==> images/ff_map.png <==
(1.5 px per um) Other sequential cells in the stronger grey, the rest of the logic in the fainter grey.
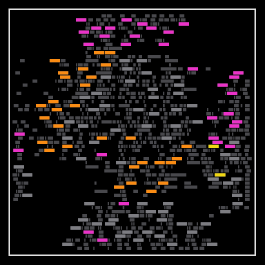
==> images/clock_nets.png <==
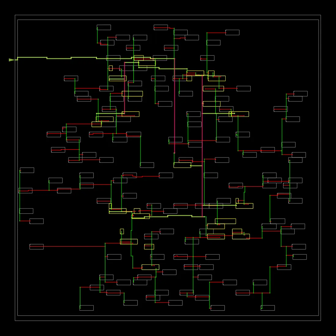
==> images/port_trees.png <==
(3 px per um)
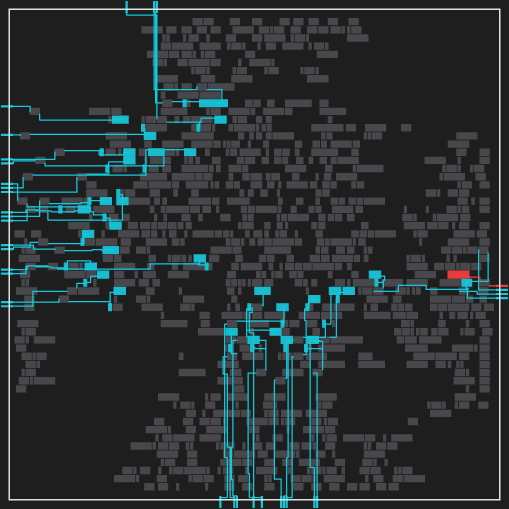
==> images/gates.png <==
(2 px per um)
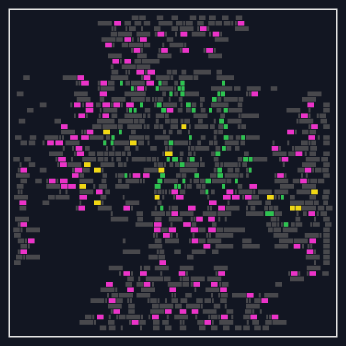
$ cat src/rtl/fetch_pkg.sv
// Shared types and constants for the instruction fetch stage.
package fetch_pkg;

  typedef enum logic [1:0] {
    FETCH = 2'd0,
    HOLD  = 2'd1,
    DRAIN = 2'd2
  } fetch_state_t;

  localparam logic [31:0] RESET_PC_DEFAULT = 32'h0000_0000;
  localparam logic [31:0] PC_INC_DEFAULT   = 32'd4;
  localparam logic [31:0] WORD_ALIGN_MASK  = 32'hFFFF_FFFC;

  function automatic logic [31:0] align_word(input logic [31:0] addr);
    return addr & WORD_ALIGN_MASK;
  endfunction

endpackage

$ cat src/rtl/fetch_pc_reg.sv
// Program counter: sequential increment, load of an aligned target,
// and a one-cycle flag when a redirect target was not word-aligned.
module fetch_pc_reg
  import fetch_pkg::*;
#(
  parameter logic [31:0] RESET_PC = RESET_PC_DEFAULT,
  parameter logic [31:0] PC_INC   = PC_INC_DEFAULT
) (
  input  logic        clk,
  input  logic        rst_n,
  input  logic        i_inc,
  input  logic        i_load,
  input  logic [31:0] i_load_addr,
  input  logic        i_redirect_valid,
  input  logic [31:0] i_redirect_pc,
  output logic [31:0] o_pc,
  output logic [31:0] o_redirect_target,
  output logic        o_misalign_err
);

  logic [31:0] r_pc;
  logic        r_misalign_err;

  assign o_redirect_target = align_word(i_redirect_pc);
  assign o_pc              = r_pc;
  assign o_misalign_err    = r_misalign_err;

  // PC update: a load (redirect or drained pending target) beats increment; add wraps mod 2^32
  always_ff @(posedge clk) begin
    if (!rst_n) begin
      r_pc <= RESET_PC;
    end else if (i_load) begin
      r_pc <= align_word(i_load_addr);
    end else if (i_inc) begin
      r_pc <= r_pc + PC_INC;
    end
  end

  // Misalignment pulse, raised the cycle after any redirect with nonzero low bits
  always_ff @(posedge clk) begin
    if (!rst_n) begin
      r_misalign_err <= 1'b0;
    end else begin
      r_misalign_err <= i_redirect_valid & (|i_redirect_pc[1:0]);
    end
  end

endmodule

$ cat src/rtl/instruction_fetch_unit.sv
// Fetch stage: PC sequencing, req/ack instruction-memory reads and the
// instruction register feeding the decoder. Redirects discard stale fetches.
//
// state | meaning
// FETCH | request outstanding at pc (held off for one cycle after reset)
// HOLD  | instruction register valid, waiting for the decoder to consume it
// DRAIN | redirect arrived mid-request; wait for the ack, drop its data
module instruction_fetch_unit
  import fetch_pkg::*;
#(
  parameter logic [31:0] RESET_PC = RESET_PC_DEFAULT,
  parameter logic [31:0] PC_INC   = PC_INC_DEFAULT
) (
  input  logic        clk,
  input  logic        rst_n,
  output logic        mem_req,
  output logic [31:0] mem_addr,
  input  logic        mem_ack,
  input  logic [31:0] mem_rdata,
  input  logic        stall,
  input  logic        redirect_valid,
  input  logic [31:0] redirect_pc,
  output logic [31:0] Instruction,
  output logic        instr_valid,
  output logic [31:0] instr_pc,
  output logic        misalign_err
);

  fetch_state_t r_state;
  fetch_state_t w_state_nxt;

  // r_started gates the request off for the first cycle out of reset, so an
  // ack belonging to a request abandoned by reset can never be captured.
  logic        r_started;
  logic [31:0] r_instr;
  logic [31:0] r_instr_pc;
  logic        r_instr_valid;
  logic [31:0] r_pending_pc;

  logic [31:0] w_pc;
  logic [31:0] w_target;
  logic [31:0] w_load_addr;
  logic        w_capture;
  logic        w_inc;
  logic        w_load;
  logic        w_load_pend;
  logic        w_pend_we;
  logic        w_clr_valid;

  fetch_pc_reg #(
    .RESET_PC (RESET_PC),
    .PC_INC   (PC_INC)
  ) u_pc_reg (
    .clk               (clk),
    .rst_n             (rst_n),
    .i_inc             (w_inc),
    .i_load            (w_load),
    .i_load_addr       (w_load_addr),
    .i_redirect_valid  (redirect_valid),
    .i_redirect_pc     (redirect_pc),
    .o_pc              (w_pc),
    .o_redirect_target (w_target),
    .o_misalign_err    (misalign_err)
  );

  assign w_load_addr = w_load_pend ? r_pending_pc : w_target;

  assign mem_req     = r_started & ((r_state == FETCH) | (r_state == DRAIN));
  assign mem_addr    = w_pc;
  assign Instruction = r_instr;
  assign instr_pc    = r_instr_pc;
  assign instr_valid = r_instr_valid;

  // State register
  always_ff @(posedge clk) begin
    if (!rst_n) begin
      r_state   <= FETCH;
      r_started <= 1'b0;
    end else begin
      r_state   <= w_state_nxt;
      r_started <= 1'b1;
    end
  end

  // Next-state and datapath strobes; redirect outranks ack, stall and consume
  always_comb begin
    w_state_nxt = r_state;
    w_capture   = 1'b0;
    w_inc       = 1'b0;
    w_load      = 1'b0;
    w_load_pend = 1'b0;
    w_pend_we   = 1'b0;
    w_clr_valid = 1'b0;
    case (r_state)
      FETCH: begin
        if (!r_started) begin
          w_load = redirect_valid;
        end else if (redirect_valid) begin
          if (mem_ack) begin
            w_load = 1'b1;
          end else begin
            w_pend_we   = 1'b1;
            w_state_nxt = DRAIN;
          end
        end else if (mem_ack) begin
          w_capture   = 1'b1;
          w_state_nxt = HOLD;
        end
      end
      HOLD: begin
        if (redirect_valid) begin
          w_load      = 1'b1;
          w_clr_valid = 1'b1;
          w_state_nxt = FETCH;
        end else if (!stall) begin
          w_inc       = 1'b1;
          w_clr_valid = 1'b1;
          w_state_nxt = FETCH;
        end
      end
      DRAIN: begin
        if (redirect_valid) begin
          if (mem_ack) begin
            w_load      = 1'b1;
            w_state_nxt = FETCH;
          end else begin
            w_pend_we = 1'b1;
          end
        end else if (mem_ack) begin
          w_load      = 1'b1;
          w_load_pend = 1'b1;
          w_state_nxt = FETCH;
        end
      end
      default: begin
        w_state_nxt = FETCH;
      end
    endcase
  end

  // Instruction register; contents persist after consume, only valid drops
  always_ff @(posedge clk) begin
    if (!rst_n) begin
      r_instr       <= 32'h0;
      r_instr_pc    <= 32'h0;
      r_instr_valid <= 1'b0;
    end else if (w_capture) begin
      r_instr       <= mem_rdata;
      r_instr_pc    <= w_pc;
      r_instr_valid <= 1'b1;
    end else if (w_clr_valid) begin
      r_instr_valid <= 1'b0;
    end
  end

  // Redirect target remembered while the stale request drains; last one wins
  always_ff @(posedge clk) begin
    if (!rst_n) begin
      r_pending_pc <= RESET_PC;
    end else if (w_pend_we) begin
      r_pending_pc <= w_target;
    end
  end

endmodule

$ cat config.mk
export PLATFORM = sky130hd
export DESIGN_NAME = instruction_fetch_unit
export DESIGN_NICKNAME = d
export VERILOG_FILES = /design/src/rtl/fetch_pkg.sv /design/src/rtl/fetch_pc_reg.sv /design/src/rtl/instruction_fetch_unit.sv
export SDC_FILE = /design/constraint.sdc
export NUM_CORES = 1
export LEC_CHECK = 0
export CORE_UTILIZATION = 25
export DETAILED_ROUTE_END_ITERATION = 6
export SLEW_MARGIN = 20
export SYNTH_ARGS = -nofsm -noshare
export SYNTH_HDL_FRONTEND = slang
export SYNTH_HIERARCHICAL = 1
export SYNTH_SLANG_ARGS = --single-unit
export TNS_END_PERCENT = 1
$ cat constraint.sdc
create_clock -name clk -period 2.1 [get_ports clk]
set_clock_uncertainty 0.05 [all_clocks]
set_input_delay 0.315 -clock clk [delete_from_list [all_inputs] [get_ports clk]]
set_output_delay 0.315 -clock clk [all_outputs]
set_load 0.02 [all_outputs]
==> reports/qor.txt <==
Average cell area after synthesis: 8.70 um2
Fmax: 484 MHz
Final Slew Violations: 0
Worst slack, placed: -517 ps
Root buffer cell: clkbuf_16
Peak VDD IR: 489 uV
Worst Setup Start Kind: input port
First-pass GRT wire length: 28500 um
CP max FO: 7
Switching pwr: 1710 uW
Final setup vio count: 0
TNS Setup: 0 ps
Max cap viols: 0
Max power group: the clock network
Total GRT Usage: 0.138
Combinational share of power: 0.152
Die width: 163 um
Unrepaired setup endpoints after global routing: true
Pint: 5070 uW
Largest net degree at the start of global routing: 61
Post-route cell area: 9220 um2
Die ar.: 26600 um2
Final core occ: 0.364
Worst min path class: in2reg
DR vias: 5615
H-tree depth: 4
CORE AREA: 25300 um2
Tot Pwr: 6780 uW
CP arrival: 2360 ps
Clock group share of total power: 0.460
Die height: 163 um
CTS max path bufs: 2
Post CTS Setup Buffer Count: 0
Setup CP Type: in2reg
Most frequent logic cell in the layout: nand2_1
Worst Path Required: 2400 ps
Sw Share: 0.253
CTS clk-pin slew, worst paths: 60 ps
Detailed Routing Iterations Pass 1: 4
1st-iter DRT viols: 390
Rows: 58
Cell Area, Placed: 8570 um2
Vias in the first global route: 5281
Clock sink count: 129
Pleak: 0.00336 uW
Layout cells sized above 1: 0.146
# fillers: 2574
Status: finished clean
Sequential fraction of design power: 0.388
Routed WL: 18200 um
Post-Synthesis Cells: 745
Ys Warns: 6
Cell Area, Synth: 6480 um2
Setup ws final: 34.3 ps
Top cells excl fill/tap: nand2_1, clkdlybuf4s50_1, dfxtp_1
Final #Nets: 976
Area growth syn-to-layout: 42.3%
DP HPWL: 13200 um
About ff_map.png:
- `r_pending_pc`: orange (flops 30)
- `instr_pc`: magenta (flops 32)
- `r_state`: yellow (flops 2)
- not coloured: 65

About clock_nets.png:
clkbuf count: 24
number of buffers created by CTS: 17
clk latency late pin: 420 ps

About port_trees.png:
- `misalign_err`: red (direction output; edge right; end cells 1; buffers 1; wire 8.10 um)
- `redirect_pc`: cyan (direction input; edge 16 left, 10 bottom, 3 right, 3 top; end cells 61; buffers 32; wire 1670 um)
I/O pins: 168
port bufs: 165

About gates.png:
- mux cells: magenta (cells 126; where spread over the die)
- aoi and oai cells: green (cells 59)
- non-inverting ao/oa cells: yellow (cells 14)

cell type report:
cell class | instances | area [um2] | area share
Timing Repair Buffer | 229 | 2210 | 0.239
Clock buffer | 24 | 492 | 0.0533
Sequential cell | 129 | 2590 | 0.281
Clock inverter | 8 | 125 | 0.0136
Inverter | 8 | 30.0 | 0.00326
Tap cell | 330 | 413 | 0.0448
Multi-Input combinational cell | 521 | 3360 | 0.365
critical path, stage by stage:
cell and delay (ps):
clkdlybuf4s50_1 440, nor4_2 320, buf_4 190, inv_1 50
or4_4 530, or3_1 360, a31oi_1 150
path summary, 6_finish.rpt:
kind                          startpoint                              to  slack (ps)  cells past startpoint
max                                stall  u_pc_reg/o_pc[16]$_SDFFE_PN0P_          30                      7
min                                rst_n  u_pc_reg/o_pc[28]$_SDFFE_PN0P_         190                      3
min reg2reg  Instruction[2]$_SDFFE_PN0P_     Instruction[2]$_SDFFE_PN0P_         400                      2
max reg2reg      r_state[1]$_SDFFE_PN0P_  u_pc_reg/o_pc[16]$_SDFFE_PN0P_          50                      6
sequential cells by signal, indices dropped and copies added, names as in the netlist:
signal	flops
Instruction	32
r_state	2
r_started	1
instr_valid	1
u_pc_reg/o_pc	30
r_pending_pc	30
u_pc_reg/o_misalign_err	1
instr_pc	32
repair_timing:
action | in CTS | in global routing
pin swaps | 0 | 1
gates resized | 1 | 7
hold buffers | 0 | 0
endpoints found under the setup margin | 3 | 13
layer usage:
metal	global-route usage	up-vias	wire (um)
li1	-	2846	-
met1	0.176	2641	8680
met2	0.229	117	8440
met3	0.0373	11	932
met4	0.0370	0	153
met5	0	-	0
Power and IR drop assume default switching activity.
